$ cat src/rtl/ysyx22040413_idu_stage.sv
`default_nettype none
// ============================================================================
// Module   : ysyx22040413_idu_stage
// Brief    : RV64I decode stage (OP-IMM, OP, LUI, AUIPC) with a registered
//            ID/EX output, valid/ready handshakes on both sides, and a
//            per-register busy scoreboard that stalls RAW/WAW hazards.
// Revision : 1.0 - initial release
// ============================================================================
module ysyx22040413_idu_stage #(
    parameter int XLEN = 64,
    parameter int NREG = 32,
    parameter int RA_W = 5
) (
    input  logic            clk,
    input  logic            rst_n,
    // IFU side
    input  logic            in_valid,
    output logic            in_ready,
    input  logic [31:0]     in_inst,
    input  logic [XLEN-1:0] in_pc,
    input  logic            flush,
    // register file read ports
    output logic            rs1_r_ena,
    output logic            rs2_r_ena,
    output logic [RA_W-1:0] rs1_r_addr,
    output logic [RA_W-1:0] rs2_r_addr,
    input  logic [XLEN-1:0] rs1_data,
    input  logic [XLEN-1:0] rs2_data,
    // writeback notification
    input  logic            wb_w_ena,
    input  logic [RA_W-1:0] wb_w_addr,
    // EXU side
    output logic            out_valid,
    input  logic            out_ready,
    output logic [XLEN-1:0] out_pc,
    output logic [4:0]      out_inst_type,
    output logic [7:0]      out_inst_opcode,
    output logic [XLEN-1:0] out_op1,
    output logic [XLEN-1:0] out_op2,
    output logic            out_rd_w_ena,
    output logic [RA_W-1:0] out_rd_w_addr,
    output logic            out_illegal
);

    localparam logic [6:0] c_OPC_OPIMM = 7'b0010011;
    localparam logic [6:0] c_OPC_OP    = 7'b0110011;
    localparam logic [6:0] c_OPC_LUI   = 7'b0110111;
    localparam logic [6:0] c_OPC_AUIPC = 7'b0010111;

    localparam logic [4:0] c_TYPE_ARITH = 5'b10000;
    localparam logic [4:0] c_TYPE_LOGIC = 5'b01000;

    // ------------------------------------------------------------------
    // Instruction fields
    // ------------------------------------------------------------------
    logic [6:0]      w_opcode;
    logic [2:0]      w_funct3;
    logic [6:0]      w_funct7;
    logic [RA_W-1:0] w_rd;
    logic [RA_W-1:0] w_rs1;
    logic [RA_W-1:0] w_rs2;

    assign w_opcode = in_inst[6:0];
    assign w_funct3 = in_inst[14:12];
    assign w_funct7 = in_inst[31:25];
    assign w_rd     = in_inst[11:7];
    assign w_rs1    = in_inst[19:15];
    assign w_rs2    = in_inst[24:20];

    logic [XLEN-1:0] w_imm_i;
    logic [XLEN-1:0] w_imm_sh;
    logic [XLEN-1:0] w_imm_u;

    assign w_imm_i  = {{(XLEN-12){in_inst[31]}}, in_inst[31:20]};
    assign w_imm_sh = {{(XLEN-6){1'b0}}, in_inst[25:20]};
    assign w_imm_u  = {{(XLEN-32){in_inst[31]}}, in_inst[31:12], 12'b0};

    // ------------------------------------------------------------------
    // Decoded payload
    // ------------------------------------------------------------------
    logic            w_legal;
    logic [4:0]      w_type;
    logic [7:0]      w_uop;
    logic [XLEN-1:0] w_op1;
    logic [XLEN-1:0] w_op2;
    logic            w_rs1_used;
    logic            w_rs2_used;
    logic            w_rd_wr;

    // Decode in_inst into micro-op, type and operands; illegal forms zero all.
    always_comb begin
        w_legal    = 1'b0;
        w_type     = 5'b0;
        w_uop      = 8'b0;
        w_op1      = '0;
        w_op2      = '0;
        w_rs1_used = 1'b0;
        w_rs2_used = 1'b0;
        w_rd_wr    = 1'b0;

        case (w_opcode)
            c_OPC_OPIMM: begin
                w_uop[0]   = 1'b1;
                w_uop[3:1] = w_funct3;
                w_rs1_used = 1'b1;
                w_rd_wr    = 1'b1;
                w_op1      = rs1_data;
                w_op2      = w_imm_i;
                case (w_funct3)
                    3'b000, 3'b010, 3'b011: begin
                        w_legal = 1'b1;
                        w_type  = c_TYPE_ARITH;
                    end
                    3'b100, 3'b110, 3'b111: begin
                        w_legal = 1'b1;
                        w_type  = c_TYPE_LOGIC;
                    end
                    3'b001: begin
                        // slli: the 6-bit shamt leaves inst[31:26] that must be zero
                        w_legal = (in_inst[31:26] == 6'b000000);
                        w_type  = c_TYPE_LOGIC;
                        w_op2   = w_imm_sh;
                    end
                    default: begin
                        // srli / srai, selected by inst[30]
                        w_legal  = (in_inst[31:26] == 6'b000000) ||
                                   (in_inst[31:26] == 6'b010000);
                        w_type   = c_TYPE_LOGIC;
                        w_op2    = w_imm_sh;
                        w_uop[4] = in_inst[30];
                    end
                endcase
            end
            c_OPC_OP: begin
                w_uop[3:1] = w_funct3;
                w_rs1_used = 1'b1;
                w_rs2_used = 1'b1;
                w_rd_wr    = 1'b1;
                w_op1      = rs1_data;
                w_op2      = rs2_data;
                if (w_funct7 == 7'b0000000) begin
                    w_legal = 1'b1;
                end else if ((w_funct7 == 7'b0100000) &&
                             ((w_funct3 == 3'b000) || (w_funct3 == 3'b101))) begin
                    // sub / sra
                    w_legal  = 1'b1;
                    w_uop[4] = 1'b1;
                end
                if ((w_funct3 == 3'b000) || (w_funct3 == 3'b010) || (w_funct3 == 3'b011)) begin
                    w_type = c_TYPE_ARITH;
                end else begin
                    w_type = c_TYPE_LOGIC;
                end
            end
            c_OPC_LUI: begin
                w_legal    = 1'b1;
                w_type     = c_TYPE_ARITH;
                w_uop[6:5] = 2'b01;
                w_rd_wr    = 1'b1;
                w_op2      = w_imm_u;
            end
            c_OPC_AUIPC: begin
                w_legal    = 1'b1;
                w_type     = c_TYPE_ARITH;
                w_uop[6:5] = 2'b10;
                w_rd_wr    = 1'b1;
                w_op1      = in_pc;
                w_op2      = w_imm_u;
            end
            default: begin
                w_legal = 1'b0;
            end
        endcase

        if (!w_legal) begin
            w_type     = 5'b0;
            w_uop      = 8'b0;
            w_op1      = '0;
            w_op2      = '0;
            w_rs1_used = 1'b0;
            w_rs2_used = 1'b0;
            w_rd_wr    = 1'b0;
        end
    end

    // ------------------------------------------------------------------
    // Register file reads
    // ------------------------------------------------------------------
    assign rs1_r_ena  = in_valid & w_rs1_used;
    assign rs2_r_ena  = in_valid & w_rs2_used;
    assign rs1_r_addr = rs1_r_ena ? w_rs1 : '0;
    assign rs2_r_addr = rs2_r_ena ? w_rs2 : '0;

    logic            w_rd_en;
    logic [RA_W-1:0] w_rd_addr;

    // x0 is never written, so it never occupies a scoreboard entry
    assign w_rd_en   = w_rd_wr & (w_rd != '0);
    assign w_rd_addr = w_legal ? w_rd : '0;

    // ------------------------------------------------------------------
    // Output register and scoreboard state
    // ------------------------------------------------------------------
    logic            out_valid_q, out_valid_d;
    logic [XLEN-1:0] out_pc_q;
    logic [4:0]      out_type_q;
    logic [7:0]      out_uop_q;
    logic [XLEN-1:0] out_op1_q;
    logic [XLEN-1:0] out_op2_q;
    logic            out_rd_en_q;
    logic [RA_W-1:0] out_rd_addr_q;
    logic            out_illegal_q;
    logic [NREG-1:0] busy_q, busy_d;

    // A register is pending if the scoreboard marks it or if the instruction
    // sitting in the output register is about to write it.
    function automatic logic reg_pending(input logic [RA_W-1:0] addr);
        reg_pending = busy_q[addr] | (out_valid_q & out_rd_en_q & (out_rd_addr_q == addr));
    endfunction

    logic w_src1_chk;
    logic w_src2_chk;
    logic w_dst_chk;
    logic w_hazard;
    logic w_accept;
    logic w_dispatch;

    assign w_src1_chk = rs1_r_ena & (w_rs1 != '0);
    assign w_src2_chk = rs2_r_ena & (w_rs2 != '0);
    assign w_dst_chk  = in_valid & w_rd_en;

    assign w_hazard = (w_src1_chk & reg_pending(w_rs1)) |
                      (w_src2_chk & reg_pending(w_rs2)) |
                      (w_dst_chk  & reg_pending(w_rd));

    assign in_ready   = ~flush & ~w_hazard & (~out_valid_q | out_ready);
    assign w_accept   = in_valid & in_ready;
    assign w_dispatch = out_valid_q & out_ready & ~flush;

    // Next valid: flush kills, accept refills, dispatch without refill drains.
    always_comb begin
        out_valid_d = out_valid_q;
        if (flush) begin
            out_valid_d = 1'b0;
        end else if (w_accept) begin
            out_valid_d = 1'b1;
        end else if (out_ready) begin
            out_valid_d = 1'b0;
        end
    end

    // Scoreboard update: writeback clears first, dispatch set overrides it.
    always_comb begin
        busy_d = busy_q;
        if (wb_w_ena) begin
            busy_d[wb_w_addr] = 1'b0;
        end
        if (w_dispatch && out_rd_en_q) begin
            busy_d[out_rd_addr_q] = 1'b1;
        end
    end

    // ID/EX register and scoreboard; payload loads only on accept.
    always_ff @(posedge clk or negedge rst_n) begin
        if (!rst_n) begin
            out_valid_q   <= 1'b0;
            out_pc_q      <= '0;
            out_type_q    <= 5'b0;
            out_uop_q     <= 8'b0;
            out_op1_q     <= '0;
            out_op2_q     <= '0;
            out_rd_en_q   <= 1'b0;
            out_rd_addr_q <= '0;
            out_illegal_q <= 1'b0;
            busy_q        <= '0;
        end else begin
            out_valid_q <= out_valid_d;
            busy_q      <= busy_d;
            if (w_accept) begin
                out_pc_q      <= in_pc;
                out_type_q    <= w_type;
                out_uop_q     <= w_uop;
                out_op1_q     <= w_op1;
                out_op2_q     <= w_op2;
                out_rd_en_q   <= w_rd_en;
                out_rd_addr_q <= w_rd_addr;
                out_illegal_q <= ~w_legal;
            end
        end
    end

    assign out_valid       = out_valid_q;
    assign out_pc          = out_pc_q;
    assign out_inst_type   = out_type_q;
    assign out_inst_opcode = out_uop_q;
    assign out_op1         = out_op1_q;
    assign out_op2         = out_op2_q;
    assign out_rd_w_ena    = out_rd_en_q;
    assign out_rd_w_addr   = out_rd_addr_q;
    assign out_illegal     = out_illegal_q;

endmodule
`default_nettype wire

$ cat config.mk
export PLATFORM = sky130hd
export DESIGN_NAME = ysyx22040413_idu_stage
export DESIGN_NICKNAME = d
export VERILOG_FILES = /design/src/rtl/ysyx22040413_idu_stage.sv
export SDC_FILE = /design/constraint.sdc
export NUM_CORES = 1
export LEC_CHECK = 0
export ABC_AREA = 1
export CAP_MARGIN = 20
export CORE_ASPECT_RATIO = 0.7
export CORE_MARGIN = 5
export CORE_UTILIZATION = 49
export CTS_CLUSTER_SIZE = 30
export DETAILED_ROUTE_END_ITERATION = 8
export PLACE_DENSITY = 0.87
export SLEW_MARGIN = 0
export SYNTH_ARGS = -nofsm -noshare
export SYNTH_HDL_FRONTEND = slang
export SYNTH_SLANG_ARGS = --single-unit
$ cat constraint.sdc
create_clock -name clk -period 4.1 [get_ports clk]
set_input_delay 0.41 -clock clk [delete_from_list [all_inputs] [get_ports clk]]
set_output_delay 0.41 -clock clk [all_outputs]
set_load 0.02 [all_outputs]
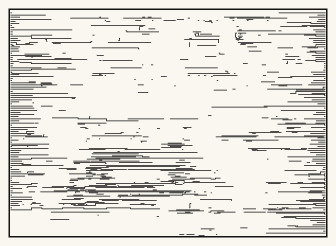
(images/met3.png)
longest straight run: 69.0 um
main direction: horizontal

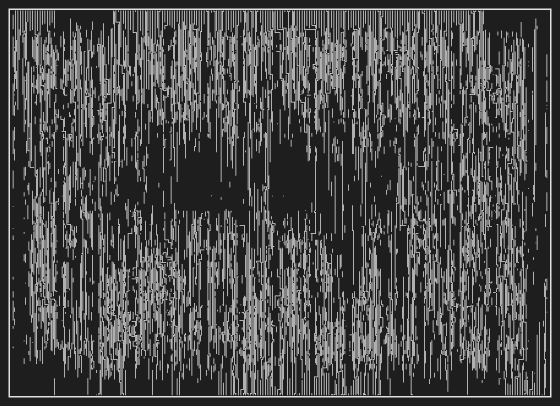
(images/met2.png)
longest straight run: 64.8 um
main direction: vertical
nets with wire on the layer: 1,917
post-detailed-routing wire length: 52,200 um
met2 track demand over resource: 0.528
vias: 14,200

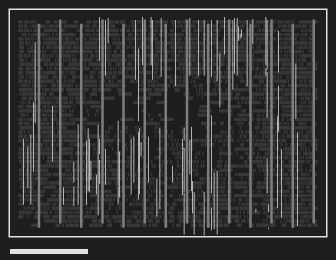
(images/met4.png)
Scale bar: 50 um. Supply wires on this layer in grey. Cells faint in the background.
longest straight run: 59.8 um
share of all routed wire: 4.7%
main direction: vertical
nets with wire on the layer: 68

==> impl_metrics.ini <==
; synthesis and place-and-route metrics
[floorplan]
floorplan.core_util = 0.497
rows = 49
io_pins = 461
die_height_um = 145

[power_and_ir_drop]
irDropWorstVdd_mv = 0.279
leakage_nw = 9.39
p_switching_mw = 1.61
design_power_total_mw = 5.87
cellPowerDensity_nw_per_um2 = 323
power_top_consumer = sequential cells
internal_cell_power_mw = 4.27
sequentialPower_mw = 2.55
p_seq_frac = 0.434
power_switching_share = 0.274

[logic_synthesis]
syn-instance-count = 1725
yosysTopAreaCell = sky130_fd_sc_hd__dfrtp_1
synth.distinct_cells = 33
yosysSeqAreaShare = 0.473
top_cells_by_area = sky130_fd_sc_hd__dfrtp_1 (47%), sky130_fd_sc_hd__nand2_1 (20%), sky130_fd_sc_hd__nand3_1 (13%)
compound_area_frac = 0.0856
simple_gate_share = 0.350
synth.area.mux_share = 0
mean_instance_size_in_the_synthesized_netlist_um2 = 7.40
flop_cell = sky130_fd_sc_hd__dfrtp_1
netlist_area_um2 = 12800
top_area_frac = 0.473
synth_adder_area_share = 0
yosys_warnings = 0
top_logic_kind = simple AND/OR/NAND/NOR gates

[placed_design]
post_place_cell_area_um2 = 17400
preCtsSetupSlack_ps = 650
numPlacedInstances = 2425
portBuffers = 456

[timing]
worstMarginPinSlew_ps = 1050
holdWs_ps = -18.5
slew_headroom = 0.299
rsz0062_at_grt = false
timing_max_transition_violations_final = 0
maxClockFrequency_mhz = 290
hold_viol_final = 14

[final_layout]
multi_input_comb_area_um2 = 5590
finalCoreUtilization = 0.708
non_clock_inverter_count = 136
comb_share = 0.308
post-route-cell-area_um2 = 18200
mostFrequentLayoutCell = sky130_fd_sc_hd__nand2_1
post_route_cells_drive_above_1_share = 0.0402
layout_top_cells = sky130_fd_sc_hd__nand2_1 (663), sky130_fd_sc_hd__clkdlybuf4s50_1 (454), sky130_fd_sc_hd__nand3_1 (333)
layout_clock_buffer_count = 35
layout.nets = 2355
clock_network_area_fraction = 0.0433

[route]
detailedRoute.firstIterationViolations = 1445
met1Wirelength_um = 19800
drt_drc_violations_left = 0
via_per_inst = 5.76

[clock_network]
cts.reportedPaths.clkPinSlew_ps = 60
clockBufferDepth = 3
cts_repair_resize_count = 0
cts.root.buffer_cell = sky130_fd_sc_hd__clkbuf_16
cts_sinks = 241
htree_levels = 1
cts_hold_buf = 0
cts_tree = built

[global_route]
wire_length_of_the_first_global_routing_pass_um = 80600
gr-usage-all-layers = 0.340
grt_remaining_overflow = 0
antenna_found_initial = 4
groute.layer.met1.usage = 0.448

[setup_path]
crit_family = buffers and inverters
critPathCapture = in_ready
critical_path.n_buffers_inverters = 2
setup.worst_path.end_class = primary output
reg2reg_slack_ps = 1080
critPathSlowestCell = sky130_fd_sc_hd__dfrtp_1

[outcome]
failed_checks = negative hold slack
run_status = complete, but fails checks

[min_path]
worst_hold_path_type = input pin to async pin
